--- src/rtl/rr_arbiter8_pkg.sv ---
// ---------------------------------------------------------------------------
// arb_pkg
// Shared definitions for the eight-way round-robin arbiter:
//   - state_t            : arbiter FSM states (IDLE, GRANT)
//   - HOLD_MAX_DEFAULT   : default hold limit before a waiting requester may
//                          preempt the current owner
//   - CNT_W_DEFAULT      : default hold counter width
//   - SEG_DIGIT / SEG_BLANK : active-low 7-segment codes, bit order gfedcba
// ---------------------------------------------------------------------------
package arb_pkg;

    typedef enum logic {
        IDLE  = 1'b0,
        GRANT = 1'b1
    } state_t;

    localparam int HOLD_MAX_DEFAULT = 15;
    localparam int CNT_W_DEFAULT    = 8;

    // Active-low segment patterns for digits 0..7, bits gfedcba.
    localparam logic [6:0] SEG_DIGIT [0:7] = '{
        7'b1000000,
        7'b1111001,
        7'b0100100,
        7'b0110000,
        7'b0011001,
        7'b0010010,
        7'b0000010,
        7'b1111000
    };

    localparam logic [6:0] SEG_BLANK = 7'b1111111;

endpackage : arb_pkg

--- src/rtl/rr_arbiter8_if.sv ---
// ---------------------------------------------------------------------------
// rr_arbiter8_if
// Request/grant bundle between the board inputs and the arbiter.
//   req       [7:0] : level-sensitive request vector, bit i = requester i
//   gnt       [7:0] : one-hot grant, all zero when idle
//   gnt_idx   [2:0] : binary index of the owner, 0 when idle
//   gnt_valid       : high while a grant is active
//   seg       [6:0] : active-low 7-segment code of gnt_idx (blank when idle)
// master drives req and observes the grant; slave is the arbiter side.
// ---------------------------------------------------------------------------
interface rr_arbiter8_if;

    logic [7:0] req;
    logic [7:0] gnt;
    logic [2:0] gnt_idx;
    logic       gnt_valid;
    logic [6:0] seg;

    modport master (
        output req,
        input  gnt,
        input  gnt_idx,
        input  gnt_valid,
        input  seg
    );

    modport slave (
        input  req,
        output gnt,
        output gnt_idx,
        output gnt_valid,
        output seg
    );

endinterface : rr_arbiter8_if

--- src/rtl/rr_pick8.sv ---
// ---------------------------------------------------------------------------
// rr_pick8
// Combinational round-robin winner search over eight requesters.
//   req   [7:0] : request vector
//   start [2:0] : first index considered; the search wraps mod 8
//   mask  [7:0] : requesters excluded from the search
//   idx   [2:0] : winning index (0 when nothing qualifies)
//   found       : high when some unmasked request exists
// The candidate vector is rotated right by start so that the lowest set
// bit of the rotated vector is the first requester at or after start;
// adding start back (3-bit wrap) recovers the absolute index.
// ---------------------------------------------------------------------------
module rr_pick8 (
    input  logic [7:0] req,
    input  logic [2:0] start,
    input  logic [7:0] mask,
    output logic [2:0] idx,
    output logic       found
);

    logic [7:0]  cand;
    logic [15:0] doubled;
    logic [7:0]  rot;
    logic [2:0]  offset;

    // Rotate, find the lowest set bit, then undo the rotation.
    always_comb begin
        cand    = req & ~mask;
        doubled = {cand, cand} >> start;
        rot     = doubled[7:0];
        found   = 1'b0;
        offset  = 3'd0;
        for (int i = 7; i >= 0; i--) begin
            if (rot[i]) begin
                found  = 1'b1;
                offset = 3'(i);
            end
        end
        idx = found ? (offset + start) : 3'd0;
    end

endmodule : rr_pick8

--- src/rtl/rr_arbiter8.sv ---
// ---------------------------------------------------------------------------
// rr_arbiter8
// Eight-requester round-robin arbiter with bounded hold time.
//   clk  : system clock, rising edge
//   rst  : synchronous active-high reset
//   bus  : rr_arbiter8_if.slave (req in; gnt, gnt_idx, gnt_valid, seg out)
// Parameters:
//   HOLD_MAX : cycles after grant issue at which a waiting requester may
//              preempt the owner (1..255); owner tenure under contention is
//              HOLD_MAX+1 cycles
//   CNT_W    : hold counter width, must be able to represent HOLD_MAX
// All outputs are registered.
// ---------------------------------------------------------------------------
module rr_arbiter8
    import arb_pkg::*;
#(
    parameter int HOLD_MAX = HOLD_MAX_DEFAULT,
    parameter int CNT_W    = CNT_W_DEFAULT
) (
    input  logic        clk,
    input  logic        rst,
    rr_arbiter8_if.slave bus
);

    localparam logic [CNT_W-1:0] HOLD_LIMIT = CNT_W'(HOLD_MAX);

    state_t           state;
    logic [2:0]       ptr;
    logic [CNT_W-1:0] hold_cnt;

    logic [7:0]       gnt_q;
    logic [2:0]       gnt_idx_q;
    logic             gnt_valid_q;
    logic [6:0]       seg_q;

    logic [7:0]       owner_mask;
    logic [2:0]       next_ptr;
    logic             owner_req;
    logic             others;
    logic [2:0]       pick_start;
    logic [7:0]       pick_mask;
    logic [2:0]       pick_idx;
    logic             pick_found;

    // Search setup: in IDLE search from ptr with no mask; while granting,
    // search from the slot after the owner with the owner masked. Masking the
    // owner is harmless on release since its request is already low.
    always_comb begin
        owner_mask = 8'b1 << gnt_idx_q;
        next_ptr   = gnt_idx_q + 3'd1;
        owner_req  = |(bus.req & owner_mask);
        others     = |(bus.req & ~owner_mask);
        pick_start = ptr;
        pick_mask  = 8'h00;
        if (state == GRANT) begin
            pick_start = next_ptr;
            pick_mask  = owner_mask;
        end
    end

    rr_pick8 u_pick (
        .req   (bus.req),
        .start (pick_start),
        .mask  (pick_mask),
        .idx   (pick_idx),
        .found (pick_found)
    );

    // Arbiter FSM with registered outputs. A new grant always loads
    // gnt/gnt_idx/seg together from the picker so they can never disagree.
    always_ff @(posedge clk) begin
        if (rst) begin
            state       <= IDLE;
            ptr         <= 3'd0;
            hold_cnt    <= '0;
            gnt_q       <= 8'h00;
            gnt_idx_q   <= 3'd0;
            gnt_valid_q <= 1'b0;
            seg_q       <= SEG_BLANK;
        end else begin
            case (state)
                IDLE: begin
                    if (pick_found) begin
                        state       <= GRANT;
                        hold_cnt    <= '0;
                        gnt_q       <= 8'b1 << pick_idx;
                        gnt_idx_q   <= pick_idx;
                        gnt_valid_q <= 1'b1;
                        seg_q       <= SEG_DIGIT[pick_idx];
                    end
                end

                GRANT: begin
                    if (!owner_req) begin
                        // Owner released: hand off directly or fall idle.
                        ptr      <= next_ptr;
                        hold_cnt <= '0;
                        if (pick_found) begin
                            gnt_q       <= 8'b1 << pick_idx;
                            gnt_idx_q   <= pick_idx;
                            gnt_valid_q <= 1'b1;
                            seg_q       <= SEG_DIGIT[pick_idx];
                        end else begin
                            state       <= IDLE;
                            gnt_q       <= 8'h00;
                            gnt_idx_q   <= 3'd0;
                            gnt_valid_q <= 1'b0;
                            seg_q       <= SEG_BLANK;
                        end
                    end else if ((hold_cnt == HOLD_LIMIT) && others) begin
                        // Hold time expired with someone waiting: preempt.
                        ptr         <= next_ptr;
                        hold_cnt    <= '0;
                        gnt_q       <= 8'b1 << pick_idx;
                        gnt_idx_q   <= pick_idx;
                        gnt_valid_q <= 1'b1;
                        seg_q       <= SEG_DIGIT[pick_idx];
                    end else if (hold_cnt != HOLD_LIMIT) begin
                        // Saturating count so a lone owner never wraps.
                        hold_cnt <= hold_cnt + CNT_W'(1);
                    end
                end

                default: begin
                    state <= IDLE;
                end
            endcase
        end
    end

    assign bus.gnt       = gnt_q;
    assign bus.gnt_idx   = gnt_idx_q;
    assign bus.gnt_valid = gnt_valid_q;
    assign bus.seg       = seg_q;

endmodule : rr_arbiter8

--- src/flat_wrapper.sv ---
// flat-port wrapper written by rule: the top's interface ports become plain ports
module rr_arbiter8_flat import arb_pkg::*;
#(
    parameter int HOLD_MAX = HOLD_MAX_DEFAULT,
    parameter int CNT_W    = CNT_W_DEFAULT
)
  (clk, rst, bus_req, bus_gnt, bus_gnt_idx, bus_gnt_valid, bus_seg);
  rr_arbiter8_if bus_i ();
  input  logic clk;
  input  logic rst;
  input wire logic [$bits(bus_i.req)-1:0] bus_req;
  output wire logic [$bits(bus_i.gnt)-1:0] bus_gnt;
  output wire logic [$bits(bus_i.gnt_idx)-1:0] bus_gnt_idx;
  output wire logic [$bits(bus_i.gnt_valid)-1:0] bus_gnt_valid;
  output wire logic [$bits(bus_i.seg)-1:0] bus_seg;
  assign bus_i.req = bus_req;
  assign bus_gnt = bus_i.gnt;
  assign bus_gnt_idx = bus_i.gnt_idx;
  assign bus_gnt_valid = bus_i.gnt_valid;
  assign bus_seg = bus_i.seg;
  rr_arbiter8 #(.HOLD_MAX(HOLD_MAX), .CNT_W(CNT_W)) u_core (.clk(clk), .rst(rst), .bus(bus_i));
endmodule
--- config.mk ---
export PLATFORM = sky130hd
export DESIGN_NAME = rr_arbiter8_flat
export DESIGN_NICKNAME = d
export VERILOG_FILES = /design/src/rtl/rr_arbiter8_pkg.sv /design/src/rtl/rr_arbiter8_if.sv /design/src/rtl/rr_pick8.sv /design/src/rtl/rr_arbiter8.sv /design/src/flat_wrapper.sv
export SDC_FILE = /design/constraint.sdc
export NUM_CORES = 1
export LEC_CHECK = 0
export CORE_UTILIZATION = 51
export DETAILED_ROUTE_END_ITERATION = 7
export GPL_ROUTABILITY_DRIVEN = 1
export PLACE_DENSITY = 0.76
export SYNTH_ARGS = -nofsm -noshare
export SYNTH_HDL_FRONTEND = slang
export SYNTH_SLANG_ARGS = --single-unit
--- constraint.sdc ---
create_clock -name clk -period 4.3 [get_ports clk]
set_input_delay 0.43 -clock clk [delete_from_list [all_inputs] [get_ports clk]]
set_output_delay 0.43 -clock clk [all_outputs]
set_load 0.02 [all_outputs]
### Metal layers overlaid, run 1

Two of the layers only.
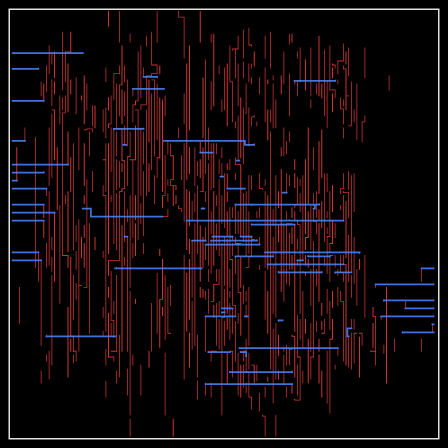
red -> M2  # wire length 3080 um
blue -> M3  # wire length 377 um
drt total wl: 6.81 mm
gr usage total: 0.256
vias: 2558

### Sequential cells grouped by signal name, run 1

The bar under the picture is 20 um long. Other sequential cells in the stronger gray, the rest of the logic in the fainter gray.
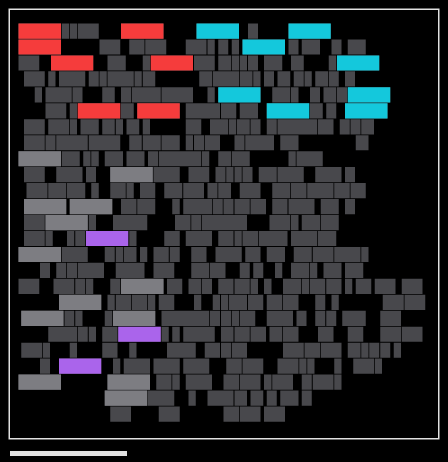
red -> `u_core.bus.seg`  # placed flops 7, where north-west
purple -> `u_core.ptr`  # placed flops 3
cyan -> `u_core.hold_cnt`  # placed flops 8

==> flow_summary.json, run 1 <==
{
  "status": "completed",
  "crit_slowest_cell": "fa_1",
  "postLayoutCellArea_um2": 3110,
  "crit_path_max_fanout": 7,
  "sh_comb_area": 0.584,
  "hold_end": "u_core.bus.gnt[7]",
  "cts_tree": "yes",
  "ys_sh_aoi": 0.349,
  "yosys_area_um2": 2570,
  "hp-start": "u_core.bus.gnt[7]",
  "worst-slew-pin-transition_ps": 962,
  "final_nets": 380,
  "clock.fmax_mhz": 247,
  "globalRouteOverflowTotal": 0,
  "post-route-util": 0.650,
  "cts_max_path_buffers": 2,
  "syn_nets": 338,
  "skew_ps": 5.56,
  "io_pins": 29,
  "holdWs_ps": 455,
  "cp.depth": 20,
  "rsz0062_at_grt": "no",
  "tns_ps": 0,
  "syn-cell-area_um2": 2570,
  "async_flop_share": 0,
  "hold_path_depth": 2,
  "ys.flops": 31,
  "coreArea_um2": 4790,
  "max_cap_violations": 0,
  "firstDrtPassIters": 7,
  "clockNetworkAreaShare": 0.0261,
  "logic_area_um2": 1820,
  "seq-cell-share": 0.200,
  "cts_hold_buf": 0,
  "gp_congestion": 0.858,
  "nWellTaps": 67,
  "fin_total_pwr_uw": 2270,
  "inverters": 15,
  "largest_cell_class": "combinational gates",
  "largest_area_cell": "dfxtp_1",
  "setup_viol": 0,
  "drv_slew": 0,
  "critPathMaxStageDelay_ps": 370,
  "finalCritPeriodShare": 0.943,
  "ys_cells": 313,
  "dpl.cell_count": 410,
  "worstSetupPathType": "reg2reg",
  "final-seq-area_um2": 621,
  "synth_cells": 313,
  "n_antenna_cell": 0,
  "edf_count": 0,
  "fin_ws_ps": 245,
  "adder_share": 0.0760,
  "warnings": 35,
  "antenna_left": 0,
  "most_common_cell": "nor2_1",
  "flops": 31,
  "place_ws_ps": -35.9,
  "cts_setup_buffers": 0,
  "synth.cellmix.simpleShare": 0.232,
  "die-area_um2": 5320,
  "grt_pass1_vias": 2220,
  "ff2ff_path_depth": 20,
  "r2r-start": "u_core.bus.gnt_idx[0]",
  "nonClkBufAreaFrac": 0.143,
  "drc": 0,
  "crit_path_end": "u_core.bus.seg[4]",
  "crit_required_ps": 4480,
  "logic_family": "AND-OR/OR-AND gates",
  "ys_sh_xor": 0.00341,
  "ys_sh_mux": 0.0258,
  "power_density_nw_per_um2": 730,
  "fin_crit_ps": 4060,
  "ff_type": "dfxtp_1",
  "start_kind": "register",
  "fp-utilization": 0.536,
  "reg2reg_to": "u_core.bus.seg[4]",
  "common_cells": "34 x nor2_1, 31 x dfxtp_1, 25 x a21oi_1",
  "via_per_inst": 6.05,
  "io_buffers": 28,
  "num-nonclk-buffers": 50,
  "fillers": 409,
  "crit_path_end_kind": "register",
  "lay_top_cells": "34 x nor2_1, 31 x dfxtp_1, 28 x clkdlybuf4s50_1",
  "die.size.y_um": 73.0,
  "post-dp-hpwl_mm": 4.79,
  "cp_top_family": "AND-OR/OR-AND gates",
  "die_w_um": 73.0,
  "post_drt_wl_per_cell_um": 16.1,
  "cp_cell_sequence": "inv_1, ha_2, mux2i_4, buf_4, nand3_1, o21ai_1, mux2i_2, a211oi_2, a21oi_1, a311o_1, a21oi_1, o32ai_1, ha_1, fa_1, xnor2_1, buf_4, nand2_2, o21ai_4, a221oi_2, o21bai_1",
  "avgSynthCellArea_um2": 8.20
}
### Clock routing, run 1

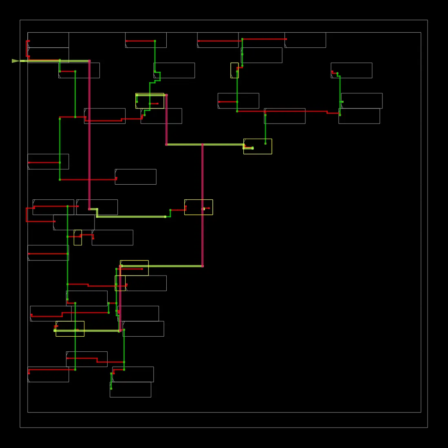
clk sinks: 31
tally of clock buffers in the finished layout: 7
P_clk: 226 uW

## run 1: worst register-to-register path, delay by kind of cell (launching register included)
kind | cells | cell delay (ps)
AND-OR/OR-AND | 9 | 1590
adder cells (fa/ha/maj) | 3 | 900
multiplexers | 2 | 420
buffers and inverters | 3 | 390
flip-flops | 1 | 330
AND/OR/NAND/NOR | 2 | 160
XOR/XNOR | 1 | 140
## run 1: routing by layer
metal	vias to the layer above	global-route usage	part of all wire	routed length (um)
met4	0	0.113	0.029	197
met5	-	0	0	0
met3	21	0.0497	0.055	377
li1	1258	-	-	-
met2	90	0.425	0.45	3080
met1	1189	0.322	0.46	3150
## run 1: power by group
part	switching, uW	internal [uW]	leakage [uW]
clock network	113	113	0.0000422
logic	945	684	0.000905
registers	45.7	368	0.000254
total	1100	1170	0.00120
### Wiring heat map, run 1

The die is cut into 15 by 15 equal tiles; dark purple is low, yellow is high, scaled to the fullest tile. Values are wire area over tile area, all layers added.
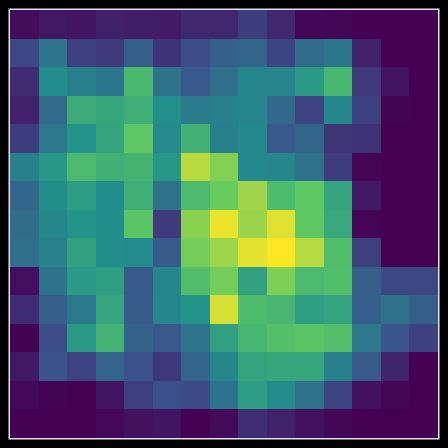

==> inputs of run 2 (changes only) <==
CORE_UTILIZATION = 45   (was 51)
PLACE_DENSITY = 0.69   (was 0.76)
### Wiring heat map, run 2

The die is cut into 16 by 16 equal tiles; dark purple is low, yellow is high, scaled to the fullest tile. Values are wire area over tile area, all layers added.
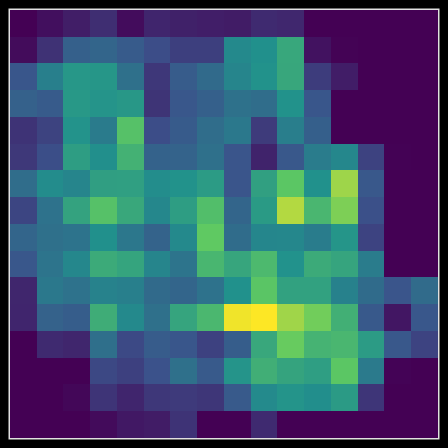
densest ninth of the die = center
emptiest ninth of the die = north-east
fullest tile = 0.55
nearly empty tiles = 21%

==> run 2 against run 1 <==
Compared with the run above:
- clock-buffer cell count fell by 1
- sequential power barely moved
- critical path depth fell by 1
- non-clock buffer count rose by 1
- core utilization fell by 7.8 points
- combinational power fell by 6%
- first-iteration DRC count fell by 15%
- register-to-register slack improved by 30 ps
- synthesized area did not move
- design area rose by 1.2%
- fmax rose by 0.68%
- critical endpoint unchanged
- largest cell class unchanged
==> flow_summary.json, run 2 <==
{
  "status": "completed",
  "post_drt_wl_per_cell_um": 15.3,
  "lay_top_cells": "34 x nor2_1, 31 x dfxtp_1, 28 x clkdlybuf4s50_1",
  "critPathMaxStageDelay_ps": 520,
  "via_per_inst": 5.83,
  "warnings": 36,
  "antenna_left": 0,
  "grt.total_usage": 0.222,
  "ys_cells": 313,
  "ys.flops": 31,
  "p_comb_frac": 0.683,
  "p_comb_uw": 1530,
  "use_met2": 0.382,
  "clock.fmax_mhz": 248,
  "firstDrtPassIters": 4,
  "crit_required_ps": 4470,
  "p_seq_uw": 411,
  "avgSynthCellArea_um2": 8.20,
  "hold_end": "u_core.ptr[2]",
  "syn_nets": 338,
  "drc": 0,
  "max_cap_violations": 0,
  "logic_area_um2": 1790,
  "fin_total_pwr_uw": 2240,
  "drv_slew": 0,
  "fin_crit_ps": 4030,
  "die_w_um": 77.5,
  "io_pins": 29,
  "most_common_cell": "nor2_1",
  "cp_top_family": "AND-OR/OR-AND gates",
  "coreArea_um2": 5510,
  "setup_viol": 0,
  "final-seq-area_um2": 621,
  "start_kind": "register",
  "crit_path_max_fanout": 6,
  "drt-met1-wl_mm": 3.09,
  "cp_cell_sequence": "buf_4, ha_1, ha_1, a21boi_2, nand2_1, o211ai_1, a22oi_2, o21ai_0, a21oi_1, a311o_1, a21oi_1, o32ai_1, ha_1, fa_1, and2_1, ha_1, inv_1, a221oi_1, o21bai_1",
  "async_flop_share": 0,
  "cts_tree": "yes",
  "worst-slew-pin-transition_ps": 888,
  "fp-utilization": 0.466,
  "post-route-util": 0.571,
  "clkPwrFrac": 0.134,
  "drt-total-wl_mm": 6.52,
  "common_cells": "34 x nor2_1, 31 x dfxtp_1, 25 x a21oi_1",
  "tns_ps": 0,
  "wl_met2_mm": 3.04,
  "grt_pass1_vias": 2300,
  "fillers": 519,
  "edf_count": 0,
  "crit_slowest_cell": "fa_1",
  "power_leader": "combinational logic",
  "post-dp-hpwl_mm": 4.91,
  "finalCritPeriodShare": 0.937,
  "p_sw_uw": 1040,
  "reg2reg_to": "u_core.bus.seg[4]",
  "holdWs_ps": 456,
  "power_density_nw_per_um2": 710,
  "ff_type": "dfxtp_1",
  "yosys_area_um2": 2570,
  "skew_ps": 8.39,
  "postLayoutCellArea_um2": 3150,
  "synth_cells": 313,
  "cts_setup_buffers": 0,
  "globalRouteOverflowTotal": 0,
  "hp-start": "u_core.ptr[2]",
  "syn-cell-area_um2": 2570,
  "die.size.y_um": 77.5,
  "crit_path_end": "u_core.bus.seg[4]",
  "cts_max_path_buffers": 2,
  "rsz0062_at_grt": "yes",
  "p_int_uw": 1200,
  "final_nets": 379,
  "top_usage_layer": "met2",
  "p_sw_frac": 0.465
}
-- run 2: cell type report --
| type | count | area share |
|---|---|---|
| clock buffers | 6 | 0.0262 |
| clock inverters | 2 | 0.0111 |
| inverters | 15 | 0.0195 |
| multi-input cells | 250 | 0.569 |
| flip-flops and latches | 31 | 0.197 |
| well taps | 72 | 0.0286 |
| repair buffers | 51 | 0.148 |
-- run 2: cell families (layout without fill, tap and decap cells) --
logic type | count (synthesis) | after routing | share of synthesized area
adder cells (fa/ha/maj) | 15 | 15 | 0.0760
AND-OR/OR-AND | 115 | 115 | 0.349
AND/OR/NAND/NOR | 114 | 114 | 0.232
XOR/XNOR | 1 | 1 | 0.00341
multiplexers | 5 | 5 | 0.0258
buffers and inverters | 32 | 74 | 0.0716
flip-flops | 31 | 31 | 0.242
==> inputs of run 3 (changes only) <==
CAP_MARGIN = 15   (was unset)
### Sequential cells grouped by signal name, run 3

The bar under the picture is 20 um long. Other sequential cells in the stronger gray, the rest of the logic in the fainter gray.
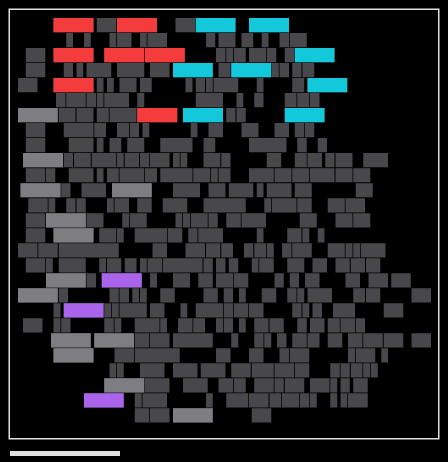
sequential share of cell area: 0.197
FF+latch area: 621 um2
Finished Core Util: 0.571

==> run 3 against run 2 <==
Compared with the run above:
- clock power about the same
- global-route usage stayed put
- sequential cell count stayed put
- non-clock buffer count stayed put
- die size unchanged
- sequential share of layout area unchanged
- register-to-register slack barely moved
- setup slack unchanged
- hold slack unchanged
- design area unchanged
- synthesized cell count unchanged
- critical path depth unchanged
==> flow_summary.json, run 3 <==
{
  "status": "completed",
  "grt.total_usage": 0.222,
  "post_cts_resized": 0,
  "grt_max_degree": 26,
  "grt_pass1_vias": 2300,
  "ys_cells": 313,
  "drc": 0,
  "cts-root-buf": "clkbuf_8",
  "synth_cell_types": 73,
  "path_clk_slew_ps": 70,
  "drt-total-wl_mm": 6.52,
  "setup_viol": 0,
  "fillers": 519,
  "dpl.cell_count": 418,
  "worstSkewPairLatency_ps": 280,
  "lay_top_cells": "34 x nor2_1, 31 x dfxtp_1, 28 x clkdlybuf4s50_1",
  "die.size.y_um": 77.5,
  "die-area_um2": 6010,
  "use_met2": 0.382,
  "cts_made_buffers": 5,
  "ys_sh_xor": 0.00341,
  "ys_sh_mux": 0.0258,
  "coreArea_um2": 5510,
  "ff_type": "dfxtp_1",
  "firstDrtPassIters": 4,
  "r2r-start": "u_core.bus.gnt_idx[0]",
  "ys_sh_aoi": 0.349,
  "cts.sinks": 31,
  "fin_ws_ps": 272,
  "synth_cells": 313,
  "common_cells": "34 x nor2_1, 31 x dfxtp_1, 25 x a21oi_1",
  "power_density_nw_per_um2": 710,
  "finalNonFillerCells": 427,
  "p_sw_uw": 1040,
  "clkPwrFrac": 0.134,
  "drv_slew": 0,
  "htreeDepth": 2,
  "lay_top_count": "nor2_1",
  "cts_max_path_buffers": 2,
  "place_ws_ps": -6.00,
  "vias": 2488,
  "crit_arrival_ps": 4200,
  "adder_share": 0.0760,
  "ys_seq_frac": 0.242,
  "logic_gates": 250,
  "hp-start": "u_core.ptr[2]",
  "hold_viol": 0,
  "skew_ps": 8.39,
  "largest_area_cell": "dfxtp_1",
  "cts_tree": "yes",
  "globalRouteOverflowTotal": 0,
  "crit_path_end": "u_core.bus.seg[4]",
  "start_kind": "register",
  "flops": 31,
  "die_w_um": 77.5,
  "num-nonclk-buffers": 51,
  "grt_use_met3": 0.0306,
  "holdCritPathClass": "reg2reg",
  "syn-cell-area_um2": 2570,
  "sh_comb_area": 0.569,
  "final_layout_size_suffix_gt1_frac": 0.214,
  "gp_congestion": 0.857,
  "critPathMaxStageDelay_ps": 520,
  "synth.cellmix.simpleShare": 0.232,
  "cp_cell_sequence": "buf_4, ha_1, ha_1, a21boi_2, nand2_1, o211ai_1, a22oi_2, o21ai_0, a21oi_1, a311o_1, a21oi_1, o32ai_1, ha_1, fa_1, and2_1, ha_1, inv_1, a221oi_1, o21bai_1",
  "grt_pass1_wl_mm": 10.8,
  "nonClkBufAreaFrac": 0.148,
  "finalCritPeriodShare": 0.937,
  "top_area_frac": 0.242,
  "crit_path_end_kind": "register",
  "ys.flops": 31,
  "p_sw_frac": 0.465,
  "syn_nets": 338,
  "startpoint": "u_core.bus.gnt_idx[0]",
  "clock.fmax_mhz": 248,
  "leakage_uw": 0.00123,
  "io_buffers": 28,
  "avgSynthCellArea_um2": 8.20,
  "final_nets": 379,
  "p_int_uw": 1200,
  "n_antenna_cell": 0,
  "largest_cell_class": "combinational gates",
  "worst-slew-pin-transition_ps": 888,
  "reg2reg_to": "u_core.bus.seg[4]",
  "top_usage_layer": "met2",
  "clockNetworkAreaShare": 0.0374,
  "crit_slowest_cell": "fa_1",
  "area_growth_pct": 22.6,
  "fin_total_pwr_uw": 2240,
  "reg2reg_setup_slack_ps": 270,
  "p_comb_frac": 0.683,
  "grtUsageMet1": 0.282,
  "crit_path_max_fanout": 6,
  "postLayoutCellArea_um2": 3150,
  "fp-utilization": 0.466,
  "top_cells_by_area": "dfxtp_1 24%, ha_1 6.8%, nor2_1 5.0%, a21oi_1 4.9%, a211oi_2 4.4%",
  "critPathMostFrequentCell": "ha_1",
  "dr.first_iter.drc_count": 190,
  "ir_drop_mv": 0.576,
  "hold_path_depth": 2,
  "tns_ps": 0,
  "rsz0062_at_grt": "yes",
  "nClkBuffers": 6,
  "logic_area_um2": 1790,
  "yosys_area_um2": 2570,
  "max_cap_violations": 0,
  "crit_required_ps": 4470,
  "io_pins": 29,
  "fin_crit_ps": 4030,
  "ff2ff_path_depth": 19,
  "post_drt_wl_per_cell_um": 15.3,
  "slew_headroom": 0.406,
  "most_common_cell": "nor2_1",
  "warnings": 36,
  "cts_hold_buf": 0,
  "worstSetupPathType": "reg2reg",
  "cts_setup_buffers": 0,
  "synth_warnings": 0,
  "logic_family": "AND-OR/OR-AND gates",
  "inverters": 15,
  "edf_count": 0,
  "p_seq_frac": 0.184,
  "via_per_inst": 5.83,
  "num_rows": 27,
  "holdWs_ps": 456,
  "async_flop_share": 0,
  "hold_end": "u_core.ptr[2]",
  "post-dp-hpwl_mm": 4.91,
  "antenna_found_initial": 0,
  "placed_area_um2": 2980,
  "antenna_left": 0,
  "nWellTaps": 72
}
-- run 3: cell counts after synthesis --
No cell type changed its count.
-- run 3: power by group through the flow --
stage                     Combinational, uW  Sequential (uW)  Clock, uW
after global routing                   1670              419        315
after CTS                              1480              411        306
after floorplan                        1010              497          0
final                                  1530              411        299
after global placement                 1460              415          0
after detailed placement               1470              415          0
-- run 3: worst max-delay path: cells and delay by family, from the launching register on --
kind / cells / cell delay, ps
DFF: 1 / 310
and+or+nand+nor: 2 / 330
adders and majority gates: 5 / 1380
buffers and inverters: 2 / 220
AOI/OAI and AO/OA: 10 / 1680
-- run 3: per-layer routing --
| layer | up-vias | wire length (um) |
|---|---|---|
| li1 | 1255 | - |
| met1 | 1156 | 3090 |
| met2 | 66 | 3040 |
| met3 | 11 | 291 |
| met4 | 0 | 99 |
| met5 | - | 0 |
Power and IR drop assume default switching activity.
